### Close-up of the layout

Window x 56 to 76, y 56 to 76 µm. Cells in gray, sequential cells in the stronger gray; small squares are vias.
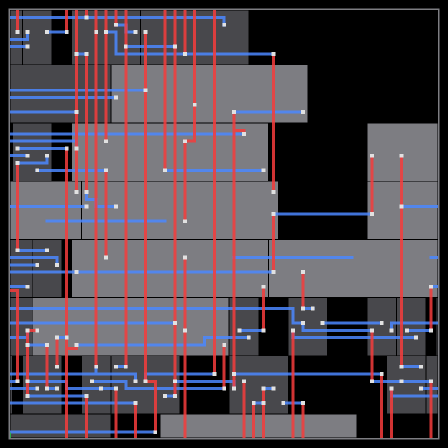
### Wiring by layer

(6 px per µm) Only two layers are drawn.
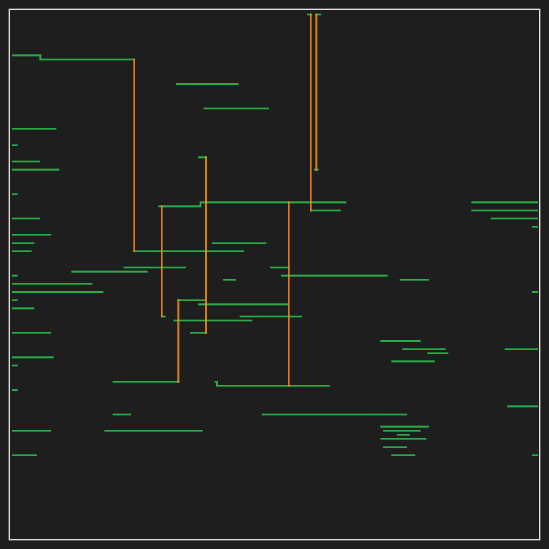
===== src/rtl/fxp_seq_divider.sv =====
// Multi-cycle unsigned fixed-point divider: Quotient = floor(Dividend * 2^FRAC_W / Divisor).
// Define FXP_DIV_ROUND_EN for half-LSB upward rounding using one extra guard iteration.
module fxp_seq_divider #(
    parameter int DVD_W  = 16,
    parameter int DVS_W  = 8,
    parameter int FRAC_W = 8
) (
    input  logic                    Clk,
    input  logic                    Reset,
    input  logic                    Start,
    input  logic [DVD_W-1:0]        Dividend,
    input  logic [DVS_W-1:0]        Divisor,
    output logic                    Busy,
    output logic                    Ack,
    output logic [DVD_W+FRAC_W-1:0] Quotient,
    output logic [DVS_W-1:0]        Remainder,
    output logic                    DivZero
);
    localparam int Q_W = DVD_W + FRAC_W;
`ifdef FXP_DIV_ROUND_EN
    localparam int NUM_W = Q_W + 1;
`else
    localparam int NUM_W = Q_W;
`endif
    localparam int CNT_W = $clog2(NUM_W + 1);
    localparam logic [CNT_W-1:0] CNT_LAST = CNT_W'(NUM_W - 1);

    localparam logic [1:0] S_IDLE = 2'd0;
    localparam logic [1:0] S_RUN  = 2'd1;
    localparam logic [1:0] S_DONE = 2'd2;

    logic [1:0]       state_r, state_nx_s;
    logic             busy_r, ack_r;
    logic [NUM_W-1:0] num_r, num_nx_s, num_load_s;
    logic [DVS_W:0]   rem_r, rem_nx_s, rem_shift_s, rem_diff_s;
    logic [DVS_W-1:0] dvs_r;
    logic [CNT_W-1:0] cnt_r;
    logic [Q_W-1:0]   quotient_r, q_final_s;
    logic [DVS_W-1:0] remainder_r;
    logic             div_zero_r;
    logic             accept_s, dvs_zero_s, q_bit_s, last_s;

    // The numerator register doubles as the quotient: each step shifts a quotient bit in at the LSB.
    assign num_load_s = {Dividend, {(NUM_W-DVD_W){1'b0}}};
    assign dvs_zero_s = (Divisor == {DVS_W{1'b0}});
    assign last_s     = (cnt_r == CNT_LAST);

    // Request acceptance and next-state selection
    always_comb begin
        accept_s   = 1'b0;
        state_nx_s = state_r;
        case (state_r)
            S_IDLE, S_DONE: begin
                if (Start) begin
                    accept_s   = 1'b1;
                    state_nx_s = dvs_zero_s ? S_DONE : S_RUN;
                end else begin
                    state_nx_s = S_IDLE;
                end
            end
            S_RUN: begin
                if (last_s) begin
                    state_nx_s = S_DONE;
                end else begin
                    state_nx_s = S_RUN;
                end
            end
            default: begin
                state_nx_s = S_IDLE;
            end
        endcase
    end

    // One restoring-division step; the top remainder bit is always clear but is folded in defensively
    always_comb begin
        rem_shift_s = {rem_r[DVS_W-1:0], num_r[NUM_W-1]};
        rem_diff_s  = rem_shift_s - {1'b0, dvs_r};
        q_bit_s     = rem_r[DVS_W] | (rem_shift_s >= {1'b0, dvs_r});
        if (q_bit_s) begin
            rem_nx_s = rem_diff_s;
        end else begin
            rem_nx_s = rem_shift_s;
        end
        num_nx_s = {num_r[NUM_W-2:0], q_bit_s};
    end

`ifdef FXP_DIV_ROUND_EN
    logic [Q_W:0] q_round_s;
    assign q_round_s = {1'b0, num_nx_s[NUM_W-1:1]} + {{Q_W{1'b0}}, num_nx_s[0]};
    assign q_final_s = q_round_s[Q_W] ? {Q_W{1'b1}} : q_round_s[Q_W-1:0];
`else
    assign q_final_s = num_nx_s;
`endif

    // State register with registered Busy/Ack decodes
    always_ff @(posedge Clk or posedge Reset) begin
        if (Reset) begin
            state_r <= S_IDLE;
            busy_r  <= 1'b0;
            ack_r   <= 1'b0;
        end else begin
            state_r <= state_nx_s;
            busy_r  <= (state_nx_s == S_RUN);
            ack_r   <= (state_nx_s == S_DONE);
        end
    end

    // Working registers: operand capture and per-cycle iteration
    always_ff @(posedge Clk or posedge Reset) begin
        if (Reset) begin
            dvs_r <= {DVS_W{1'b0}};
            num_r <= {NUM_W{1'b0}};
            rem_r <= {(DVS_W+1){1'b0}};
            cnt_r <= {CNT_W{1'b0}};
        end else if (accept_s) begin
            dvs_r <= Divisor;
            num_r <= num_load_s;
            rem_r <= {(DVS_W+1){1'b0}};
            cnt_r <= {CNT_W{1'b0}};
        end else if (state_r == S_RUN) begin
            num_r <= num_nx_s;
            rem_r <= rem_nx_s;
            cnt_r <= cnt_r + CNT_W'(1);
        end
    end

    // Result registers change only on the edge that enters DONE
    always_ff @(posedge Clk or posedge Reset) begin
        if (Reset) begin
            quotient_r  <= {Q_W{1'b0}};
            remainder_r <= {DVS_W{1'b0}};
            div_zero_r  <= 1'b0;
        end else if (accept_s && dvs_zero_s) begin
            quotient_r  <= {Q_W{1'b1}};
            remainder_r <= {DVS_W{1'b0}};
            div_zero_r  <= 1'b1;
        end else if ((state_r == S_RUN) && last_s) begin
            quotient_r  <= q_final_s;
            remainder_r <= rem_nx_s[DVS_W-1:0];
            div_zero_r  <= 1'b0;
        end
    end

    assign Busy      = busy_r;
    assign Ack       = ack_r;
    assign Quotient  = quotient_r;
    assign Remainder = remainder_r;
    assign DivZero   = div_zero_r;

endmodule


===== config.mk =====
export PLATFORM = sky130hd
export DESIGN_NAME = fxp_seq_divider
export DESIGN_NICKNAME = d
export VERILOG_FILES = /design/src/rtl/fxp_seq_divider.sv
export SDC_FILE = /design/constraint.sdc
export NUM_CORES = 1
export LEC_CHECK = 0
export CORE_MARGIN = 3
export CORE_UTILIZATION = 57
export DETAILED_ROUTE_END_ITERATION = 7
export PLACE_DENSITY = 0.84
export SYNTH_ARGS = -nofsm -noshare
export SYNTH_HDL_FRONTEND = slang
export SYNTH_SLANG_ARGS = --single-unit

===== constraint.sdc =====
create_clock -name Clk -period 4.7 [get_ports Clk]
set_clock_uncertainty 0.2 [all_clocks]
set_input_delay 0.94 -clock Clk [delete_from_list [all_inputs] [get_ports Clk]]
set_output_delay 0.94 -clock Clk [all_outputs]
set_load 0.03 [all_outputs]

==> PnR_summary.wiki <==
=== Physical design figures ===
{| class="wikitable"
! Metric !! Value
|-
| Switching power summed over all nets || 1.693 mW
|-
| Router iterations before antenna repair || 5
|-
| Worst-case clock buffer depth || 2
|-
| Yosys-reported design area after synthesis || about 3800 µm²
|-
| Die outline width || a little under 90 µm
|-
| Clock power share || approximately 13%
|-
| Post-CTS Setup Repair Bufs || 0
|-
| Fmax || 337.6 MHz
|-
| Synth Cell Area || 3846 µm²
|-
| TritonCTS clock tree || done
|-
| Hold bufs inserted after CTS || 0
|-
| Post-synthesis cell count || between 300 and 400
|-
| Outcome || finished clean
|-
| RSZ-0062 raised after global routing || false
|-
| Fraction of the yosys area taken by sequential cells || a little over half
|-
| Net count entering floorplan || slightly above 400
|-
| Fraction of final layout cells with drive strength greater than 1 || 7.459%
|-
| Setup Viol. Count Final || 0
|-
| CTS clock-pin slew for the worst setup and hold paths || ~0.080 ns
|-
| Dominant Register Cell || dfrtp_1
|-
| Top-area cell share || around 54%
|-
| Ys flops || a little over 80
|-
| Syn-to-layout area delta || 21.28%
|-
| Sum of internal, switching and leakage power || 3.895 mW
|-
| Worst min-delay path class || reg2reg
|-
| Number of sinks driven by the clock tree || just over 80
|-
| Comb power frac || between 50 and 60%
|-
| Routed vias/inst || between 6 and 7
|-
| Worst Tran Pin Value || roughly 1.2 ns
|-
| Final Critical Period || a little under 3 ns
|-
| Clk_lat worst skew || between 0.3 and 0.4 ns
|-
| Number of enable-type register cells in the synthesized netlist || 0
|-
| Signal arrival time at the worst endpoint || around 3.0 ns
|-
| Reported leakage power || approximately 2 nW
|-
| Clock Tree Root || clkbuf_8
|-
| First-pass GRT wire length || 14,970 µm
|-
| Final Hold Violation Tally || 0
|-
| Share of flip-flops with an asynchronous set or reset after synthesis || 100.0%
|-
| Total vias in the final route || between 3,000 and 4,000
|}
Notes on 'Close-up of the layout' above:
[green] metal 3
[red] metal 2
[blue] metal 1
most frequent: dfrtp_1 (6), o21ai_0 (4)
netlist names of flops here include: dvs_r (3), Quotient (2)
sequential cells in the window: 6
cells with their middle in the window: 22

Notes on 'Wiring by layer' above:
[green] metal 3 | wire length: 465 µm
[orange] metal 4 | wire length: 182 µm
combined global-route utilization of all metal layers: 25.13%
aggregate routed wire length: 9034 µm
per-cell routed wire length: 17.85 µm

[cells in the mapped netlist (4+ instances only)]
cell type   n
inv_1      11
nand2_1    68
dfrtp_1    83
nor3_1      5
ha_1        9
clkbuf_1   14
o211ai_1   15
o21ai_0    22
nand2b_1    5
nand4_1     5
buf_6       4
xor2_1      4
nor2_1     26
buf_2       6
a31oi_1    14
a22o_1     10
o22a_1     24
[worst paths after layout]
check / endpoint / cells after the start / startpoint
worst max-delay path: Remainder[6] / 4 / state_r[1]
worst min-delay path: Quotient[2] / 1 / Quotient[2]
worst max register to register: Remainder[6] / 4 / state_r[1]
worst min register to register: Quotient[2] / 1 / Quotient[2]
max in group asynchronous: Quotient[10] / 3 / Reset
min in group asynchronous: Quotient[5] / 2 / Reset
[routing by layer]
layer	vias to the layer above	GRT usage (%)	routed length (µm)
met1	1551	34.41	3840
met3	15	5.080	464
met5	-	0	0
met2	94	40.21	4546
met4	0	8.929	182
li1	1442	-	-
[cells by family after synthesis]
kind of cell / Yosys count / synth area share [%]
AOI/OAI and AO/OA: 110 / 21.63
xor gates and xnor gates: 5 / 1.139
adders and majority gates: 10 / 3.448
buffers and inverters: 37 / 4.717
DFF: 83 / 54.00
and+or+nand+nor: 127 / 15.06
[through the flow]
stage | instances | setup WS, ns | hold slack, ns
2_1_floorplan | 372 | 1.423 | 0.2497
3_3_place_gp | 490 | 1.799 | 0.2750
3_5_place_dp | 490 | 1.746 | 0.2763
4_1_cts | 506 | 1.731 | 0.3038
5_1_grt | 506 | 1.529 | 0.3076
6_report | 506 | 1.738 | 0.2976
[flip-flops by register name (all words and copies together) (netlist names)]
register   count
Ack            1
Busy           1
DivZero        1
Quotient      24
Remainder      8
cnt_r          5
dvs_r          8
num_r         24
rem_r          9
state_r        2
[critical path: stages (launching register included)]
cell	delay [ns]
dfrtp_1	0.39
nand2b_1	0.54
or3_1	0.98
or4b_1	0.67
o211ai_1	0.10
[power groups by stage]
stage	Clock (mW)	Combinational, mW	Sequential [mW]
floorplan	0	1.19	1.56
global placement	0	1.96	1.32
detailed placement	0	2.03	1.33
CTS	0.531	2.05	1.32
global route	0.559	2.23	1.37
finish	0.522	2.05	1.33
[area by class of cell]
cell class                      count  area share, %
Clock buffer                       10          2.951
Clock inverter                      6          1.368
Inverter                           12          1.100
Multi-Input combinational cell    252          34.09
Sequential cell                    83          44.53
Tap cell                           77          2.065
Timing Repair Buffer               66          13.89
Power figures rest on the tool's default switching activity, not on a simulated workload.
